Figure 1. Placed cells, one color a class (run 1).
Drawn at 3 px/um. Fill, decap, tap and diode cells in gray.
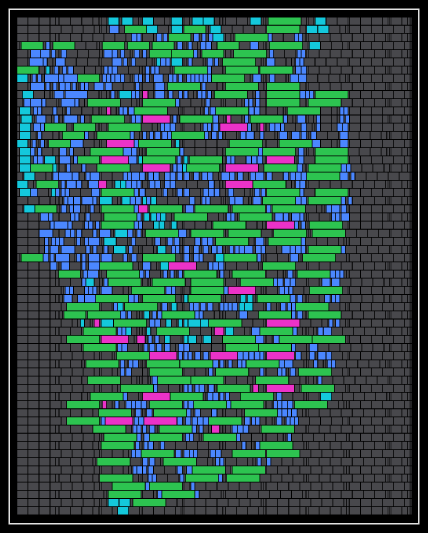
Figure 2. Clock wires, drivers and flops (run 1).
Drawn at 2 px/um.
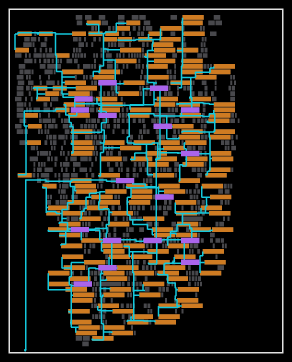
Figure 3. Supply network (run 1).
Drawn at 3 px/um. Pins as bars on the die edge. Tap cells in gray.
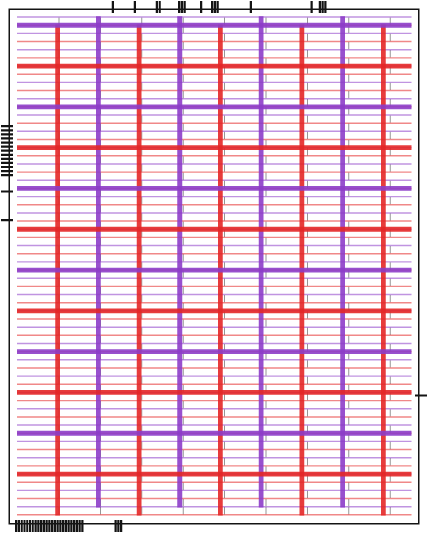
`src/rtl/uart_txd_if.sv`:
```
// UART transmit bus interface: parity-tagged byte FIFO feeding the TX serializer.
// First-word fall-through head register, registered level, sticky error bits.
module uart_txd_if #(
   parameter int DEPTH = 16,
   parameter int AW    = $clog2(DEPTH)
) (
   input  logic          i_clk,
   input  logic          i_rst,
   input  logic          i_wr,
   input  logic [31:0]   i_wdata,
   output logic          o_wfull,
   output logic          o_busy,
   output logic [1:0]    o_error,
   input  logic          i_error_clr,
   input  logic          i_parity_en,
   input  logic          i_parity_odd,
   input  logic          i_txd_fifo_rd,
   output logic [9:0]    o_txd_fifo_rdata,
   output logic          o_txd_fifo_rempty,
   input  logic          i_txd_busy,
   output logic [AW:0]   o_level
);

   localparam logic [AW:0] FULL_LVL = (AW+1)'(DEPTH);

   logic [9:0]    mem_q [DEPTH];
   logic [AW-1:0] wptr_q, wptr_d;
   logic [AW-1:0] rptr_q, rptr_d;
   logic [AW:0]   level_q, level_d;
   logic [1:0]    err_q, err_d;
   logic [9:0]    rdata_q, rdata_d;

   logic          full, empty;
   logic          pop, wr_acc, ovf, unf, par;
   logic [9:0]    went;
   logic          unused_w;

   assign unused_w = ^i_wdata[31:8];

   assign full  = (level_q == FULL_LVL);
   assign empty = (level_q == '0);

   always_comb begin
      pop     = i_txd_fifo_rd & ~empty;
      wr_acc  = i_wr & (~full | pop);
      ovf     = i_wr & full & ~pop;
      unf     = i_txd_fifo_rd & empty;
      par     = i_parity_en & ((^i_wdata[7:0]) ^ i_parity_odd);
      went    = {i_parity_en, par, i_wdata[7:0]};
      wptr_d  = wr_acc ? wptr_q + AW'(1) : wptr_q;
      rptr_d  = pop ? rptr_q + AW'(1) : rptr_q;
      level_d = level_q + (AW+1)'(wr_acc) - (AW+1)'(pop);
      err_d   = (err_q & ~{2{i_error_clr}}) | {unf, ovf};
      rdata_d = rdata_q;
      // New head is the incoming byte when it lands at the read pointer
      if (level_d != '0) begin
         if (wr_acc && (wptr_q == rptr_d))
            rdata_d = went;
         else
            rdata_d = mem_q[rptr_d];
      end
   end

   always_ff @(posedge i_clk) begin
      if (i_rst) begin
         wptr_q  <= '0;
         rptr_q  <= '0;
         level_q <= '0;
         err_q   <= 2'b00;
         rdata_q <= 10'h000;
      end else begin
         wptr_q  <= wptr_d;
         rptr_q  <= rptr_d;
         level_q <= level_d;
         err_q   <= err_d;
         rdata_q <= rdata_d;
      end
   end

   always_ff @(posedge i_clk) begin
      if (!i_rst && wr_acc)
         mem_q[wptr_q] <= went;
   end

   assign o_wfull           = full;
   assign o_txd_fifo_rempty = empty;
   assign o_level           = level_q;
   assign o_error           = err_q;
   assign o_txd_fifo_rdata  = rdata_q;
   assign o_busy            = ~empty | i_txd_busy;

endmodule

```
`config.mk`:
```
export PLATFORM = sky130hd
export DESIGN_NAME = uart_txd_if
export DESIGN_NICKNAME = d
export VERILOG_FILES = /design/src/rtl/uart_txd_if.sv
export SDC_FILE = /design/constraint.sdc
export NUM_CORES = 1
export LEC_CHECK = 0
export ABC_AREA = 1
export CAP_MARGIN = 20
export CORE_AREA = 2 2 134 169
export DETAILED_ROUTE_END_ITERATION = 12
export DIE_AREA = 0 0 136 171
export GPL_TIMING_DRIVEN = 0
export PLACE_DENSITY = 0.66
export SYNTH_ARGS = -nofsm -noshare
export SYNTH_HDL_FRONTEND = slang
export SYNTH_SLANG_ARGS = --single-unit
```
`constraint.sdc`:
```
create_clock -name i_clk -period 7.41 [get_ports i_clk]
set_input_delay 0.741 -clock i_clk [delete_from_list [all_inputs] [get_ports i_clk]]
set_output_delay 0.741 -clock i_clk [all_outputs]
set_load 0.02 [all_outputs]
```
==> flow_metrics.tcl, run 1 <==
# collected from the flow reports
set metrics [dict create \
    initCoreUtil_pct 39.3 \
    rr_endpoint "o_txd_fifo_rdata[0]" \
    globalRouteTotalUtil_pct 20.3 \
    mostFrequentLayoutCell "nand3_1" \
    arrival_ns 4.03 \
    cts_hold_buf 0 \
    grt_max_degree 19 \
    clk_pin_slew_ns 0.06 \
    antennaDiodeCount 0 \
    endpoint_kind "register" \
    setup_slack_ns 3.73 \
    ir_drop_mv 0.216 \
    cts_root_buf "clkbuf_16" \
    finalSetupViolCount 0 \
    via_per_inst 5.14 \
    warning_count 54 \
    yosysWarnings 0 \
    grt_pass1_vias 6058 \
    maxSlewHeadroom_pct 25.3 \
    dieArea_um2 23300 \
    p_leak_nw 4.03 \
    final.min_clock_period_ns 3.68 \
    drv_slew 0 \
    outcome "finished, final reports clean" \
    synth_area_per_cell_um2 10.0 \
    start_kind "input port" \
    post_cts_buffers 0 \
    min_to "o_txd_fifo_rdata[9]" \
    clk_path_buf_depth 2 \
    ios 60 \
    synth-seq-area-share_pct 61.9 \
    r2r_setup_slack_ns 3.91 \
    crit_start "i_txd_fifo_rd" \
    place_ws_ns 3.31 \
    area_growth_pct 16.2 \
    io_buffer_count 35 \
    die_y_um 171 \
    ys_cells 856 \
    power_mw 3.63 \
    layout_top_cells "nand3_1 (191), edfxtp_1 (160), inv_1 (139), nand2_1 (133), nor2_1 (48)" \
    drt_iter0_drc 616 \
    core_um2 21800 \
    worstSetupPathType "input port to register" \
]
Notes on Figure 1 above:
Key: flip-flops = green [cells 185, share of their area 55%]; all other logic = blue [cells 627, share of their area 32%]; clock drivers and dummy loads = magenta [cells 32, share of their area 6.1%]; other buffers and delay cells = cyan [cells 85, share of their area 6.8%]

Notes on Figure 2 above:
Key: flip-flops = orange [count 185]; clock wires = cyan [length 2,040 um]; cells driving clock nets = purple [count 17]
There are 18 routed clock nets.

Notes on Figure 3 above:
Key: VSS = red; VDD = purple
12 straps on met5. 283 tap cells. The core has 61 rows. 60 signal pins sit on the boundary. 62 met1 rails follow the rows.

==> run 1: cell usage after synthesis <==
| cell | count | area share [%] |
|---|---|---|
| buf_4 | 8 | 0.70 |
| nor3b_1 | 2 | 0.18 |
| fa_1 | 1 | 0.23 |
| nor2_1 | 48 | 2.1 |
| inv_2 | 3 | 0.13 |
| nor2_2 | 2 | 0.15 |
| clkinv_1 | 2 | 0.088 |
| or2_2 | 2 | 0.15 |
| xnor2_1 | 6 | 0.61 |
| nand2_4 | 1 | 0.13 |
| inv_1 | 139 | 6.1 |
| buf_2 | 18 | 1.1 |
| xor2_1 | 6 | 0.61 |
| a211oi_1 | 1 | 0.088 |
| nor4_1 | 1 | 0.073 |
| nand2_1 | 133 | 5.8 |
| buf_6 | 3 | 0.39 |
| o211ai_1 | 3 | 0.26 |
| o21bai_1 | 1 | 0.088 |
| dfxtp_1 | 25 | 5.8 |
| nand3_1 | 191 | 11 |
| nand2_2 | 5 | 0.36 |
| nand3b_1 | 38 | 3.3 |
| o21ai_0 | 1 | 0.058 |
| edfxtp_1 | 160 | 56 |
| buf_1 | 2 | 0.088 |
| nor3_1 | 10 | 0.58 |
| o31ai_1 | 1 | 0.088 |
| o21ai_2 | 1 | 0.10 |
| clkbuf_1 | 13 | 0.57 |
| ha_1 | 11 | 1.6 |
| a21oi_1 | 14 | 0.82 |
| nand3_2 | 3 | 0.35 |
| a32oi_1 | 1 | 0.10 |
==> run 1: cell families (layout without fill, tap and decap cells) <==
group	count (synthesis)	in the layout	synth area share (%)
AOI/OAI and AO/OA	23	23	1.60
adders and majority gates	12	12	1.84
and+or+nand+nor	436	436	24.4
DFF	185	185	61.9
xor gates and xnor gates	12	12	1.23
buffers and inverters	188	261	9.10
==> run 1: power by group <==
part | switching [mW] | internal [mW] | total [mW]
sequential | 0.0356 | 1.19 | 1.23
clock | 0.380 | 0.528 | 0.908
combinational | 1.00 | 0.487 | 1.49
total | 1.42 | 2.21 | 3.63
==> run 1: critical path, cell delays in order <==
cell and delay, ns:
clkdlybuf4s50_1 0.60, inv_2 0.06, nand2_1 0.08, nand2_2 0.10, ha_1 0.29, inv_1 0.04
ha_1 0.20, fa_1 0.43, a21oi_1 0.16, nor2_1 0.05, nor2_1 0.10, xor2_1 0.20
nand3_1 0.14, clkinv_1 0.20, clkbuf_1 0.37, nand2_1 0.10, a21oi_1 0.17
==> run 1: layout make-up <==
type                       instances  area (um2)  area share [%]
clock inverter                    13         153            1.53
multi-input combinational        483        2530            25.4
clock buffer                      19         433            4.34
inverter                         144         541            5.42
timing repair buffer              41         410            4.12
buffer                            44         240            2.41
tap                              283         354            3.55
sequential                       185        5310            53.2
==> run 1: metal layers <==
metal  track usage, %  wire (um)
met1             24.3       8920
met2             35.5      11600
met3             3.11       1120
met5                0          0
met4             10.0        940
==> run 1: flip-flops by register name (all words and copies together), names as in the netlist <==
register / flops
rptr_q: 4
wptr_q: 4
o_error: 2
o_level: 5
o_txd_fifo_rdata: 10
mem_q: 160
==> run 1: per-stage QoR <==
stage,cell area [um2],instances
3_3_place_gp,9280,1174
3_5_place_dp,9350,1177
6_report,9970,1212
5_1_grt,9970,1212
4_1_cts,9940,1209
2_1_floorplan,8580,856
--- run 2 (diff from run 1) ---
==> constraint.sdc (replaced) <==
create_clock -name i_clk -period 3.6 [get_ports i_clk]
set_input_delay 0.36 -clock i_clk [delete_from_list [all_inputs] [get_ports i_clk]]
set_output_delay 0.36 -clock i_clk [all_outputs]
set_load 0.02 [all_outputs]
Figure 4. Placed cells, one color a class (run 2).
Drawn at 3 px/um. Fill, decap, tap and diode cells in gray.
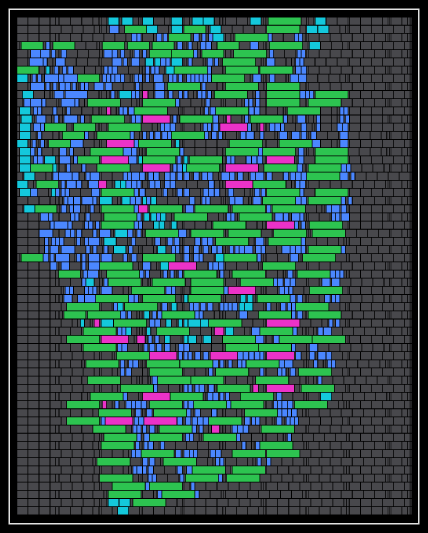
Key: other buffers and delay cells = cyan [cells 87, share of their area 6.9%]; clock drivers and dummy loads = magenta [cells 32, share of their area 6.1%]; flip-flops = green [cells 185, share of their area 55%]; all other logic = blue [cells 627, share of their area 32%]

==> flow_metrics.tcl, run 2 <==
# collected from the flow reports
set metrics [dict create \
    layout_top_cells "nand3_1 (191), edfxtp_1 (160), inv_1 (139), nand2_1 (133), nor2_1 (48)" \
    largest_reg_flops 160 \
    drt_iter0_drc 676 \
    dieArea_um2 23300 \
    synth-seq-area-share_pct 61.9 \
    synthArstFlopShare_pct 0 \
    grt_pass1_vias 6058 \
    start_kind "register" \
    p_leak_nw 4.04 \
    finalSetupViolCount 0 \
    ir_drop_mv 0.445 \
    topCellsByArea "edfxtp_1 (56%), nand3_1 (11%), inv_1 (6.1%)" \
    synth.top_cell.area_share_pct 56.0 \
    drv_slew 0 \
    largest_area_cell "edfxtp_1" \
    grt_max_degree 19 \
    ff_type "edfxtp_1" \
    initCoreUtil_pct 39.3 \
    io_buffer_count 35 \
    crit_start "o_level[3]" \
    ios 60 \
    synth_area_per_cell_um2 10.0 \
    top_register "mem_q" \
    rr_endpoint "o_txd_fifo_rdata[0]" \
    power_mw 7.50 \
    die_y_um 171 \
    clk_path_buf_depth 2 \
    final.min_clock_period_ns 3.28 \
    outcome "finished, final reports clean" \
    worstSetupPathType "register to register" \
    maxSlewHeadroom_pct 23.2 \
    common_cells "nand3_1 (191), edfxtp_1 (160), inv_1 (139)" \
    arrival_ns 3.63 \
    cts_root_buf "clkbuf_16" \
    final_cells 1214 \
    globalRouteTotalUtil_pct 20.3 \
    antennaDiodeCount 0 \
    edf_count 160 \
    warning_count 54 \
    via_per_inst 5.18 \
    r2r_setup_slack_ns 0.32 \
    core_um2 21800 \
]
run 2: cell counts after synthesis:
Identical to the previous run, type by type.
run 2: repair_timing:
| action | in CTS | in global routing |
|---|---|---|
| endpoints found under the setup margin | 0 | 10 |
| setup buffers | 0 | 2 |
| gates resized | 0 | 3 |
run 2: cells by family (layout without fill, tap and decap cells):
logic type                 Yosys count  in the layout  share of synthesized area (%)
and+or+nand+nor                    436            436                           24.4
buffers and inverters              188            263                           9.10
DFF                                185            185                           61.9
AOI/OAI and AO/OA                   23             23                           1.60
adders and majority gates           12             12                           1.84
xor gates and xnor gates            12             12                           1.23
run 2: power by group:
group	switching (mW)	internal (mW)	leakage (nW)
registers	0.0728	2.45	1.65
clock network	0.782	1.09	0.278
logic	2.09	1.02	2.11
run 2: worst min-delay path by stage:
stage | start | to | slack (ns)
finish | o_txd_fifo_rdata[9] | o_txd_fifo_rdata[9] | 0.47
global route | o_txd_fifo_rdata[9] | o_txd_fifo_rdata[9] | 0.49
CTS | o_txd_fifo_rdata[9] | o_txd_fifo_rdata[9] | 0.47
detailed placement | o_txd_fifo_rdata[9] | o_txd_fifo_rdata[9] | 0.46
global placement | o_txd_fifo_rdata[9] | o_txd_fifo_rdata[9] | 0.46
floorplan | i_wdata[0] | mem_q[0][0] | 0.46
run 2: per-stage QoR:
step / worst slack, ns / hold WS, ns
after detailed placement: -0.122 / 0.459
after floorplan: 0.288 / 0.459
after CTS: 0.0668 / 0.469
final: 0.319 / 0.467
after global routing: 0.00613 / 0.486
after global placement: -0.0716 / 0.457
run 2: critical path, stage by stage (launching register included):
cell        delay (ns)
dfxtp_1           0.34
inv_1             0.08
ha_1              0.17
nand3_2           0.15
nand2_2           0.16
inv_2             0.09
ha_1              0.27
inv_1             0.04
ha_1              0.20
fa_1              0.43
a21oi_1           0.16
nor2_1            0.05
nor2_1            0.10
xor2_1            0.20
nand3_1           0.18
clkinvlp_4        0.13
clkbuf_2          0.21
nand2_1           0.08
a21oi_1           0.15
run 2: metal layers:
layer	track usage [%]	routed length, um	up-vias	share of wire [%]
li1	-	-	2981	-
met1	24.3	8760	2999	39
met2	35.5	11600	254	51
met3	3.11	1400	52	6.2
met4	10.0	937	0	4.1
met5	0	0	-	0
run 2: layout make-up:
cell class	instances	area [um2]	area share (%)
clock buffer	19	433	4.34
timing repair buffer	43	425	4.26
tap	283	354	3.55
clock inverter	13	153	1.53
multi-input combinational	483	2530	25.3
inverter	144	544	5.45
buffer	44	241	2.42
sequential	185	5310	53.1
--- run 3 (diff from run 2) ---
--- a/config.mk
+++ b/config.mk
@@ -6,7 +6,7 @@
 export NUM_CORES = 1
 export LEC_CHECK = 0
 export ABC_AREA = 1
-export CAP_MARGIN = 20
+export CAP_MARGIN = 0
 export CORE_AREA = 2 2 134 169
 export DETAILED_ROUTE_END_ITERATION = 12
 export DIE_AREA = 0 0 136 171
Figure 5. Supply network (run 3).
Drawn at 3 px/um. Pins as bars on the die edge. Tap cells in gray.
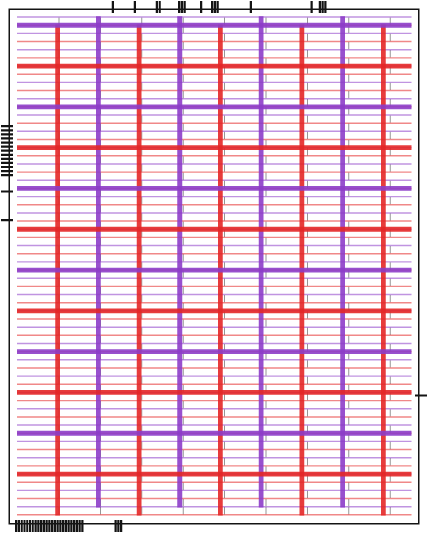
chip width: 136 um
worst vdd ir: 0.446 mV

==> flow_metrics.tcl, run 3 <==
# collected from the flow reports
set metrics [dict create \
    cts_tree "done" \
    drive_gt1_share_pct 9.59 \
    synthArstFlopShare_pct 0 \
    clk_pin_slew_ns 0.06 \
    max_cap_violations 0 \
    place_hpwl_mm 15.4 \
    maxSlewHeadroom_pct 21.6 \
    p_leak_nw 4.02 \
    ys_cells 856 \
    area_growth_pct 16.1 \
    largest_area_cell "edfxtp_1" \
    arrival_ns 3.63 \
    finalHoldViolations 0 \
    syn-instance-count 856 \
    mi_logic_area_um2 2530 \
    synth.top_cell.area_share_pct 56.0 \
    common_cells "nand3_1 (191), edfxtp_1 (160), inv_1 (139)" \
    largest_reg_flops 160 \
    yosysChipArea_um2 8580 \
    topCellsByArea "edfxtp_1 (56%), nand3_1 (11%), inv_1 (6.1%)" \
    mostFrequentLayoutCell "nand3_1" \
    synth-seq-area-share_pct 61.9 \
    place_ws_ns -0.122 \
    hold_class "register to register" \
    via_per_inst 5.17 \
    rsz0062_at_grt "false" \
    start_kind "register" \
    flop_area_um2 5310 \
    drt_pass1_iterations 6 \
    edf_count 160 \
    cts_sinks 185 \
    antennaDiodeCount 0 \
    final.min_clock_period_ns 3.28 \
    endpoint_kind "register" \
    grt_pass1_vias 6058 \
    warning_count 54 \
    synth_area_per_cell_um2 10.0 \
    crit_fanout 10 \
    setup_slack_ns 0.320 \
    drv_slew 0 \
    grt_max_degree 19 \
    ios 60 \
    io_buffer_count 35 \
    power_mw 7.51 \
    drt-wirelength-per-cell_um 18.8 \
    nNetsFinal 967 \
    crit_required_ns 3.95 \
    skew_ns 0.00967 \
    initCoreUtil_pct 39.3 \
    layout_top_cells "nand3_1 (191), edfxtp_1 (160), inv_1 (139), nand2_1 (133), nor2_1 (48)" \
    ys_types 34 \
    worstSetupPathType "register to register" \
    yosysWarnings 0 \
    core_um2 21800 \
    power.density_nw_per_um2 754 \
    netlist_area_um2 8580 \
    outcome "finished, final reports clean" \
    clk_path_buf_depth 2 \
    period_used_pct 91.1 \
    top_register "mem_q" \
    overflow 0 \
    cts_root_buf "clkbuf_16" \
    fillers 2079 \
    numSynthFlops 185 \
    globalRouteTotalUtil_pct 20.3 \
    drt_iter0_drc 660 \
    dieArea_um2 23300 \
    ff_type "edfxtp_1" \
    finalSetupViolCount 0 \
]
[run 3: cell counts after synthesis]
Identical to the previous run, type by type.
[run 3: final timing paths]
path                        from                   to  slack [ns]  cells after the start
max                   o_level[3]  o_txd_fifo_rdata[0]        0.32                     18
min reg2reg  o_txd_fifo_rdata[9]  o_txd_fifo_rdata[9]        0.47                      2
min          o_txd_fifo_rdata[9]  o_txd_fifo_rdata[9]        0.47                      2
max reg2reg           o_level[3]  o_txd_fifo_rdata[0]        0.32                     18
[run 3: final cells by class]
type | count | area share [%]
inverter | 144 | 5.46
clock buffer | 19 | 4.35
sequential | 185 | 53.3
clock inverter | 13 | 1.53
tap | 283 | 3.56
multi-input combinational | 483 | 25.4
buffer | 44 | 2.42
timing repair buffer | 40 | 4.01
[run 3: cells by family after synthesis]
kind of cell / count (synthesis) / synth area share (%)
DFF: 185 / 61.9
adders and majority gates: 12 / 1.84
and+or+nand+nor: 436 / 24.4
AOI/OAI and AO/OA: 23 / 1.60
xor gates and xnor gates: 12 / 1.23
buffers and inverters: 188 / 9.10
[run 3: worst max-delay path: stages, from the launching register on]
cell        delay (ns)
dfxtp_1           0.34
inv_1             0.08
ha_1              0.17
nand3_2           0.16
nand2_2           0.16
inv_2             0.09
ha_1              0.27
inv_1             0.04
ha_1              0.20
fa_1              0.43
a21oi_1           0.16
nor2_1            0.05
nor2_1            0.10
xor2_1            0.20
nand3_1           0.18
clkinvlp_4        0.13
clkbuf_2          0.21
nand2_1           0.08
a21oi_1           0.15
[run 3: metal layers]
metal,vias to the layer above,global-route usage [%],share of wire (%)
met5,-,0,0
met4,0,10.0,4.3
met3,50,3.11,6.3
met2,246,35.5,51
met1,2994,24.3,38
li1,2974,-,-
[run 3: what timing repair did]
action / 4_1_cts / 5_1_grt
gates resized: 0 / 3
hold buffers: 0 / 0
buffers inserted: 0 / 2
endpoints found under the setup margin: 0 / 10
[run 3: power by group]
| part | switching [mW] | internal (mW) | leakage, nW |
|---|---|---|---|
| combinational | 2.08 | 1.02 | 2.09 |
| sequential | 0.0733 | 2.45 | 1.65 |
| clock | 0.787 | 1.09 | 0.278 |
| total | 2.94 | 4.56 | 4.02 |
[run 3: metrics by stage]
stage          instances  utilization [%]  hold slack [ns]  area, um2
6_report            1211             45.6            0.467       9960
3_3_place_gp        1174             42.5            0.457       9280
2_1_floorplan        856                -            0.459       8580
3_5_place_dp        1177             42.9            0.459       9350
4_1_cts             1209             45.5            0.469       9940
5_1_grt             1211             45.6            0.486       9960
Power and IR drop assume default switching activity.
